$ cat src/rtl/if_pkg.sv
// Shared widths and the {pc, instr} entry type used by the fetch/decode instruction buffer.
package if_pkg;

  localparam int PC_W    = 30;
  localparam int INSTR_W = 32;

  typedef struct packed {
    logic [PC_W-1:0]    pc;
    logic [INSTR_W-1:0] instr;
  } if_entry_t;

endpackage

$ cat src/rtl/ifbuf_fifo.sv
// In-order entry storage for the fetch/decode buffer: head/tail pointers wrapping modulo DEPTH,
// occupancy count, and push/pop/clear controls qualified by the parent.
module ifbuf_fifo
  import if_pkg::*;
#(
  parameter int DEPTH = 4,
  localparam int PW = (DEPTH > 1) ? $clog2(DEPTH) : 1,
  localparam int CW = $clog2(DEPTH + 1)
) (
  input  logic          clk,
  input  logic          rst_n,
  input  logic          push,
  input  logic          pop,
  input  logic          clear,
  input  if_entry_t     wr_data,
  output if_entry_t     rd_data,
  output logic [CW-1:0] count,
  output logic [CW-1:0] count_next
);

  if_entry_t     mem [DEPTH];
  logic [PW-1:0] head;
  logic [PW-1:0] tail;

  function automatic logic [PW-1:0] wrap_inc(input logic [PW-1:0] p);
    return (p == PW'(DEPTH - 1)) ? '0 : p + PW'(1);
  endfunction

  // count_next is exported so the parent can compute credit for the coming cycle
  always_comb begin
    count_next = count;
    if (clear)
      count_next = '0;
    else if (push && !pop)
      count_next = count + CW'(1);
    else if (pop && !push)
      count_next = count - CW'(1);
  end

  always_ff @(posedge clk or negedge rst_n) begin
    if (!rst_n) begin
      head  <= '0;
      tail  <= '0;
      count <= '0;
    end else begin
      count <= count_next;
      if (clear) begin
        head <= '0;
        tail <= '0;
      end else begin
        if (push) tail <= wrap_inc(tail);
        if (pop)  head <= wrap_inc(head);
      end
    end
  end

  always_ff @(posedge clk or negedge rst_n) begin
    if (!rst_n) begin
      for (int i = 0; i < DEPTH; i++) mem[i] <= '0;
    end else if (push && !clear) begin
      mem[tail] <= wr_data;
    end
  end

  assign rd_data = mem[head];

  // The parent's credit scheme must make a push into a full queue impossible.
  a_no_overflow: assert property (@(posedge clk) disable iff (!rst_n)
    !(push && (count == CW'(DEPTH))));

endmodule

$ cat src/rtl/fetch_decode_buffer.sv
// Instruction buffer between fetch and decode with registered credit back-pressure and jump flush.
// Optional perf counters (stall_cnt, flush_cnt) are built when IFBUF_PERF_CNT_EN is defined.
module fetch_decode_buffer
  import if_pkg::*;
#(
  parameter int DEPTH = 4
) (
  input  logic               clk,
  input  logic               async_rst_n,
  input  logic               fetch_rst,
  input  logic               flush,
  input  logic [PC_W-1:0]    pc_in,
  input  logic [INSTR_W-1:0] instr_in,
  output logic               fetch_en,
  output logic               id_valid,
  input  logic               id_ready,
  output logic [PC_W-1:0]    id_pc,
  output logic [INSTR_W-1:0] id_instr
`ifdef IFBUF_PERF_CNT_EN
  ,
  output logic [31:0]        stall_cnt,
  output logic [31:0]        flush_cnt
`endif
);

  localparam int CW = $clog2(DEPTH + 1);
  localparam int SW = CW + 1;

  logic          in_vld;
  logic          in_vld_next;
  logic          push;
  logic          pop;
  logic [CW-1:0] count;
  logic [CW-1:0] count_next;
  logic [SW-1:0] credit_need;
  if_entry_t     wr_entry;
  if_entry_t     head_entry;

  // A pair is fresh only if fetch actually advanced last cycle; a held fetch rereads the same word.
  assign in_vld_next = (fetch_en | flush) & ~fetch_rst;

  // Handshake: decode consumes the head on any cycle with id_valid & id_ready; a flush in the
  // same cycle overrides both the pop and the capture of that cycle's word.
  assign push = in_vld & ~flush;
  assign pop  = id_valid & id_ready & ~flush;

  assign credit_need = SW'(count_next) + SW'(in_vld_next);
  assign wr_entry    = '{pc: pc_in, instr: instr_in};

  always_ff @(posedge clk or negedge async_rst_n) begin
    if (!async_rst_n) begin
      in_vld   <= 1'b0;
      fetch_en <= 1'b1;
    end else begin
      in_vld   <= in_vld_next;
      fetch_en <= (credit_need < SW'(DEPTH));
    end
  end

  ifbuf_fifo #(
    .DEPTH (DEPTH)
  ) u_fifo (
    .clk        (clk),
    .rst_n      (async_rst_n),
    .push       (push),
    .pop        (pop),
    .clear      (flush),
    .wr_data    (wr_entry),
    .rd_data    (head_entry),
    .count      (count),
    .count_next (count_next)
  );

  assign id_valid = (count != '0);
  assign id_pc    = head_entry.pc;
  assign id_instr = head_entry.instr;

`ifdef IFBUF_PERF_CNT_EN
  always_ff @(posedge clk or negedge async_rst_n) begin
    if (!async_rst_n) begin
      stall_cnt <= '0;
      flush_cnt <= '0;
    end else begin
      if (!fetch_en) stall_cnt <= stall_cnt + 32'd1;
      if (flush)     flush_cnt <= flush_cnt + 32'd1;
    end
  end
`endif

endmodule

$ cat config.mk
export PLATFORM = sky130hd
export DESIGN_NAME = fetch_decode_buffer
export DESIGN_NICKNAME = d
export VERILOG_FILES = /design/src/rtl/if_pkg.sv /design/src/rtl/ifbuf_fifo.sv /design/src/rtl/fetch_decode_buffer.sv
export SDC_FILE = /design/constraint.sdc
export NUM_CORES = 1
export LEC_CHECK = 0
export ABC_AREA = 1
export CAP_MARGIN = 20
export CORE_MARGIN = 1.5
export CORE_UTILIZATION = 35
export DETAILED_ROUTE_END_ITERATION = 8
export SYNTH_ARGS = -nofsm -noshare
export SYNTH_HDL_FRONTEND = slang
export SYNTH_SLANG_ARGS = --single-unit
$ cat constraint.sdc
create_clock -name clk -period 3.05 [get_ports clk]
set_clock_uncertainty 0.1 [all_clocks]
set_input_delay 0.61 -clock clk [delete_from_list [all_inputs] [get_ports clk]]
set_output_delay 0.61 -clock clk [all_outputs]
set_load 0.005 [all_outputs]
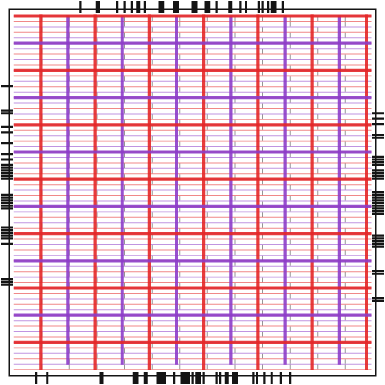
Fig. 1. Floorplan with the power grid (run 1).
(2 px per um) Pins as bars on the die edge. Tap cells in grey.
VSS -> red
VDD -> purple
met4 straps = 13
met5 straps = 13
rows = 65
met1 rails = 66

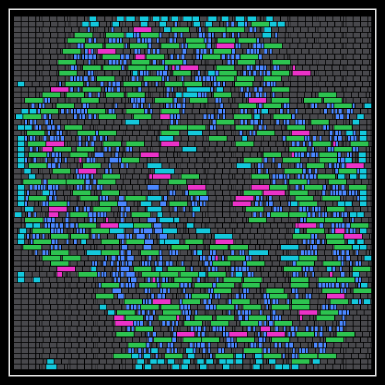
Fig. 2. Cells coloured by class (run 1).
(2 px per um) Fill, decap, tap and diode cells in grey.
other buffers and delay cells -> cyan  # cells 165, share of their area 14%
combinational and other logic -> blue  # cells 928, share of their area 32%
flops -> green  # cells 257, share of their area 47%
clock drivers and dummy loads -> magenta  # cells 54, share of their area 7.1%

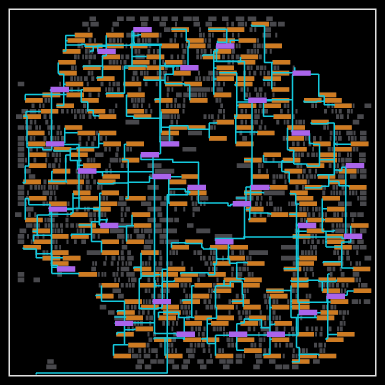
Fig. 3. Routed clock nets over the placement (run 1).
(2 px per um)
clock wires -> cyan  # length 3430 um
flip-flops -> orange  # count 257
clock drivers -> purple  # count 30
routed clock nets = 31
flops lie = widely spread

==> qor.txt, run 1 <==
Synth Seq Share - 57.0%
# placed instances - 1746
GRT Overall Usage - 17.5%
worst-skew pair later-pin latency - 0.55 ns
Worst Setup SP - u_fifo.head[0]$_DFFE_PN0P_
flop share of the area - 45.5%
setup_tns - 0 ns
Hold WC Path Type - reg -> reg
Layout non-clock buf frac - 13.6%
Logic Gate Count - 853
Hold Slack - 0.381 ns
combinational fraction of design power - 24.5%
Final Cycle Share - 97.8%
largest net degree at the start of global routing - 91
Dominant combinational family - AND-OR/OR-AND gates
crit path cell chain - clkinv_8 > buf_12 > nor2_1 > o22ai_1 > clkdlybuf4s50_1
DIE AREA - 33300 um^2
Flop pwr share - 43.9%
Num CTS Buffers - 30
hold buffer count at cts - 1
Distinct cells, synth - 25
crit path buf inv count - 3
Simple-Gate Area Share - 13.9%
Main area contributors - dfrtp_1 57%, o21ai_1 11%, nand2_1 8.5%
status - finished clean
mapped cell area - 11300 um^2
aoi share - 20.4%
met2 Use GR - 28.7%
Largest Register - u_fifo.mem
RSZ-0062 raised after global routing - yes
Top cell excl fill/tap - nand2_1
count of input and output buffers - 130
Top class by area - flip-flops and latches
delay-heaviest family, CP - buffers and inverters
Place WS - 0.413 ns
yosys stat area - 11300 um^2
Largest regs - u_fifo.mem x248, u_fifo.count x3
Final WS setup - 0.0659 ns
Resized cells post-CTS - 11
Area Overhead vs Synth - 25.3%
syn avg cell area - 8.83 um^2
Synth Flop Type - dfrtp_1
final setup vio count - 0
Registers, synthesis - 257
Clk network pwr share - 31.6%
vias per cell - 5.02
Worst path depth - 5
# DRC - 0
Post-synth EDFFs - 0
Final Critical Period - 2.98 ns
Core Rows - 65
Slew Viols, Final - 0
DR vias - 9073
fa+ha+maj area frac - 0.887%
CTS Sinks - 257
tapcell count - 402
clock buffers - 50
XOR/XNOR share of the synthesized area - 0.155%
R2R Path Start - u_fifo.tail[0]$_DFFE_PN0P_
fin util - 44.7%
post-route ant nets - 0
Crit Path Max Fanout - 21
Die Y - 183 um
H-tree depth - 1
clock-net power - 3.48 mW
inverter count - 75
io pins - 131
combinational power - 2.71 mW
setup bufs post-CTS - 0
Max-Cap Viols - 0
Synth area leader - dfrtp_1
Iter 0 DRT Violations - 576
M1 GR Usage - 24.1%
max reg flops - 248
Power Total - 11.0 mW
Cells after Synth - 1277
busiest grt layer - met2
Peak supply drop - 411 uV
Fig. 4: run 1, routing congestion map
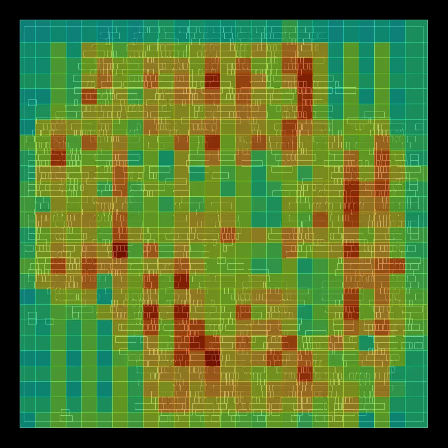

## Run 2: what changed since run 1
CORE_MARGIN = 2   (was 1.5)
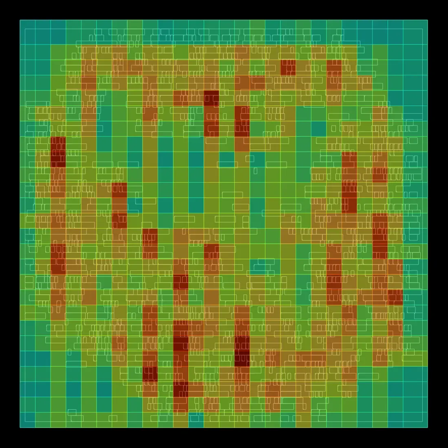
Fig. 5. Routing congestion map (run 2).
WL/cell: 17.2 um
M1 GR Usage: 25.0%
met2 Use GR: 29.9%
busiest grt layer: met2

==> qor.txt, run 2 <==
status - finished clean (unchanged)
Hold WC Path Type - reg -> reg (unchanged)
fa+ha+maj area frac - 0.887% (unchanged)
setup_tns - 0 ns (unchanged)
combinational fraction of design power - 25.3% (was 24.5%)
io pins - 131 (unchanged)
Crit Path Max Fanout - 23 (was 21)
Final Cycle Share - 98.7% (was 97.8%)
Top cell excl fill/tap - nand2_1 (unchanged)
GRT Overall Usage - 18.2% (was 17.5%)
Area Overhead vs Synth - 25.5% (was 25.3%)
syn avg cell area - 8.83 um^2 (unchanged)
Logic Gate Count - 853 (unchanged)
CTS Sinks - 257 (unchanged)
max reg flops - 248 (unchanged)
Clk network pwr share - 29.8% (was 31.6%)
Layout non-clock buf frac - 14.3% (was 13.6%)
WHS Path Cells - 2 (unchanged)
DR vias - 9149 (was 9073)
Iter 0 DRT Violations - 645 (was 576)
Top class by area - flip-flops and latches (unchanged)
tapcell count - 402 (unchanged)
Largest regs - u_fifo.mem x248, u_fifo.count x3 (unchanged)
Registers, synthesis - 257 (unchanged)
H-tree depth - 1 (unchanged)
Worst path depth - 6 (was 5)
Core Rows - 65 (unchanged)
Num CTS Buffers - 29 (was 30)
RSZ-0062 raised after global routing - yes (unchanged)
# DRC - 0 (unchanged)
Distinct cells, synth - 25 (unchanged)
mapped cell area - 11300 um^2 (unchanged)
crit path buf inv count - 4 (was 3)
Slew Viols, Final - 0 (unchanged)
Die Y - 184 um (was 183 um)
delay-heaviest family, CP - buffers and inverters (unchanged)
placed inst area - 12900 um^2 (about the same)
inverter count - 76 (was 75)
combinational power - 2.75 mW (was 2.71 mW)
hold buffer count at cts - 1 (unchanged)
clock buffers - 45 (was 50)
post-route ant nets - 0 (unchanged)
Largest Register - u_fifo.mem (unchanged)
Worst Setup SP - u_fifo.head[0]$_DFFE_PN0P_ (unchanged)
final setup vio count - 0 (unchanged)
worst-skew pair later-pin latency - 0.54 ns (was 0.55 ns)
Post-synth EDFFs - 0 (unchanged)
Peak supply drop - 470 uV (was 411 uV)
Area leader share - 56.8% (unchanged)
fin util - 44.8% (was 44.7%)
count of input and output buffers - 130 (unchanged)
Main area contributors - dfrtp_1 57%, o21ai_1 11%, nand2_1 8.5% (unchanged)
XOR/XNOR share of the synthesized area - 0.155% (unchanged)
grt total ovfl - 0 (unchanged)
Synth Seq Share - 57.0% (unchanged)
crit path cell chain - clkinv_8 > buf_12 > buf_16 > o21ai_0 > o22ai_1 > clkdlybuf4s50_1 (was clkinv_8 > buf_12 > nor2_1 > o22ai_1 > clkdlybuf4s50_1)
R2R Path Start - u_fifo.tail[0]$_DFFE_PN0P_ (unchanged)
Dominant combinational family - AND-OR/OR-AND gates (unchanged)
clock-net power - 3.24 mW (was 3.48 mW)
Final Critical Period - 3.01 ns (was 2.98 ns)
Resized cells post-CTS - 26 (was 11)
Flop pwr share - 44.8% (was 43.9%)
Filler cells - 3071 (was 3060)
yosys stat area - 11300 um^2 (unchanged)
Hold Slack - 0.381 ns (about the same)
Power Total - 10.9 mW (was 11.0 mW)
flop share of the area - 45.5% (about the same)
Final WS setup - 0.0388 ns (was 0.0659 ns)
Synth Flop Type - dfrtp_1 (unchanged)
Cells after Synth - 1277 (unchanged)
Fig. 6: run 2, wiring by layer
(2 px per um)
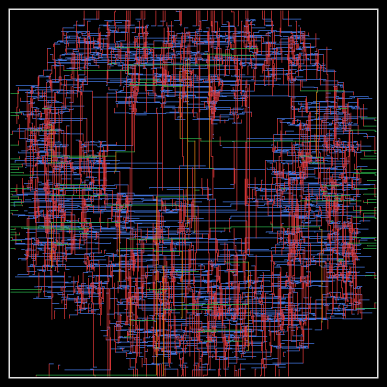

## Run 3: what changed since run 2
==> constraint.sdc (replaced) <==
create_clock -name clk -period 3.05 [get_ports clk]
set_clock_uncertainty 0.1 [all_clocks]
set_input_delay 0.915 -clock clk [delete_from_list [all_inputs] [get_ports clk]]
set_output_delay 0.915 -clock clk [all_outputs]
set_load 0.005 [all_outputs]
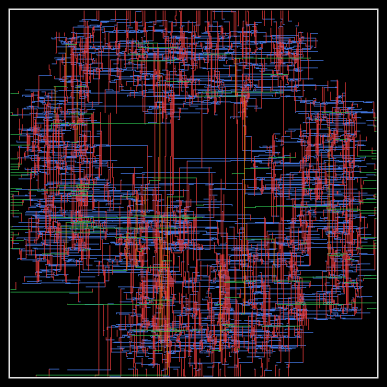
Fig. 7. Wiring by layer (run 3).
(2 px per um)
metal 3 -> green  # wire length 1530 um
metal 2 -> red  # wire length 14700 um
metal 1 -> blue  # wire length 14200 um
metal 4 -> orange  # wire length 671 um

==> qor.txt, run 3 <==
status - finished with violations (was finished clean)
failing checks - negative setup slack
Hold Slack - 0.178 ns (was 0.381 ns)
clock-net power - 3.94 mW (was 3.24 mW)
M1 GR Usage - 24.1% (was 25.0%)
setup bufs post-CTS - 1 (was 4)
syn avg cell area - 8.83 um^2 (unchanged)
vias in the first global route - 9019 (was 9150)
R2R Path Start - u_fifo.head[0]$_DFFE_PN0P_ (was u_fifo.tail[0]$_DFFE_PN0P_)
Slew headroom - 73.0% (was 62.3%)
# placed instances - 1748 (was 1738)
Num CTS Buffers - 30 (was 29)
yosys stat area - 11300 um^2 (unchanged)
worst-skew pair later-pin latency - 0.55 ns (was 0.54 ns)
Place WS - 0.250 ns (was 0.400 ns)
flop share of the area - 44.3% (was 45.5%)
Power Total - 11.5 mW (was 10.9 mW)
Largest regs - u_fifo.mem x248, u_fifo.count x3 (unchanged)
Resized cells post-CTS - 56 (was 26)
Final Critical Period - 3.14 ns (was 3.01 ns)
Registers, synthesis - 257 (unchanged)
Peak supply drop - 435 uV (was 470 uV)
vias per cell - 5.03 (was 5.07)
Max-Cap Viols - 0 (unchanged)
Signal buffers - 178 (was 169)
Area Overhead vs Synth - 29.0% (was 25.5%)
Main area contributors - dfrtp_1 57%, o21ai_1 11%, nand2_1 8.5% (unchanged)
Final WS setup - -0.0895 ns (was 0.0388 ns)
delay-heaviest family, CP - buffers and inverters (unchanged)
io pins - 131 (unchanged)
tapcell count - 402 (unchanged)
Post-synth EDFFs - 0 (unchanged)
Die Y - 184 um (unchanged)
mapped cell area - 11300 um^2 (unchanged)
# DRC - 0 (unchanged)
Top cell excl fill/tap - o21ai_1 (was nand2_1)
count of input and output buffers - 130 (unchanged)
crit path cell chain - clkinv_8 > buf_12 > buf_4 > clkbuf_16 > o21ai_1 > o22ai_1 > dlygate4sd2_1 (was clkinv_8 > buf_12 > buf_16 > o21ai_0 > o22ai_1 > clkdlybuf4s50_1)
Worst R2R Path Depth - 4 (was 6)
Top class by area - flip-flops and latches (unchanged)
Cells after Synth - 1277 (unchanged)
DIE AREA - 33700 um^2 (unchanged)
Layout non-clock buf frac - 14.0% (was 14.3%)
fa+ha+maj area frac - 0.887% (unchanged)
worst setup path end - id_pc[9] (was id_pc[17])
Filler cells - 3052 (was 3071)
Core Rows - 65 (unchanged)
Logic Gate Count - 853 (unchanged)
fin util - 46.0% (was 44.8%)
RSZ-0062 raised after global routing - yes (unchanged)
met2 Use GR - 29.3% (was 29.9%)
Final Cycle Share - 103% (was 98.7%)
Flop pwr share - 42.5% (was 44.8%)
largest net degree at the start of global routing - 68 (was 104)
Dominant combinational family - AND-OR/OR-AND gates (unchanged)
Worst path depth - 7 (was 6)
placed inst area - 13000 um^2 (was 12900 um^2)
switch share - 29.2% (was 29.4%)
hold buffer count at cts - 0 (was 1)
Crit Path Max Fanout - 13 (was 23)
Iter 0 DRT Violations - 570 (was 645)
Distinct cells, synth - 25 (unchanged)
Synth area leader - dfrtp_1 (unchanged)
H-tree depth - 1 (unchanged)
setup_tns - -0.461 ns (was 0 ns)
Clk network pwr share - 34.1% (was 29.8%)
final setup vio count - 7 (was 0)
WL/cell - 17.1 um (was 17.2 um)
combinational power - 2.70 mW (was 2.75 mW)
Slew Viols, Final - 0 (unchanged)
Hold WC Path Type - in -> async (was reg -> reg)
XOR/XNOR share of the synthesized area - 0.155% (unchanged)
CTS Sinks - 257 (unchanged)
Largest Register - u_fifo.mem (unchanged)
crit path buf inv count - 5 (was 4)
GRT Overall Usage - 17.5% (was 18.2%)
Synth Flop Type - dfrtp_1 (unchanged)
No activity file was given, so power comes from the tool's default toggle rates.
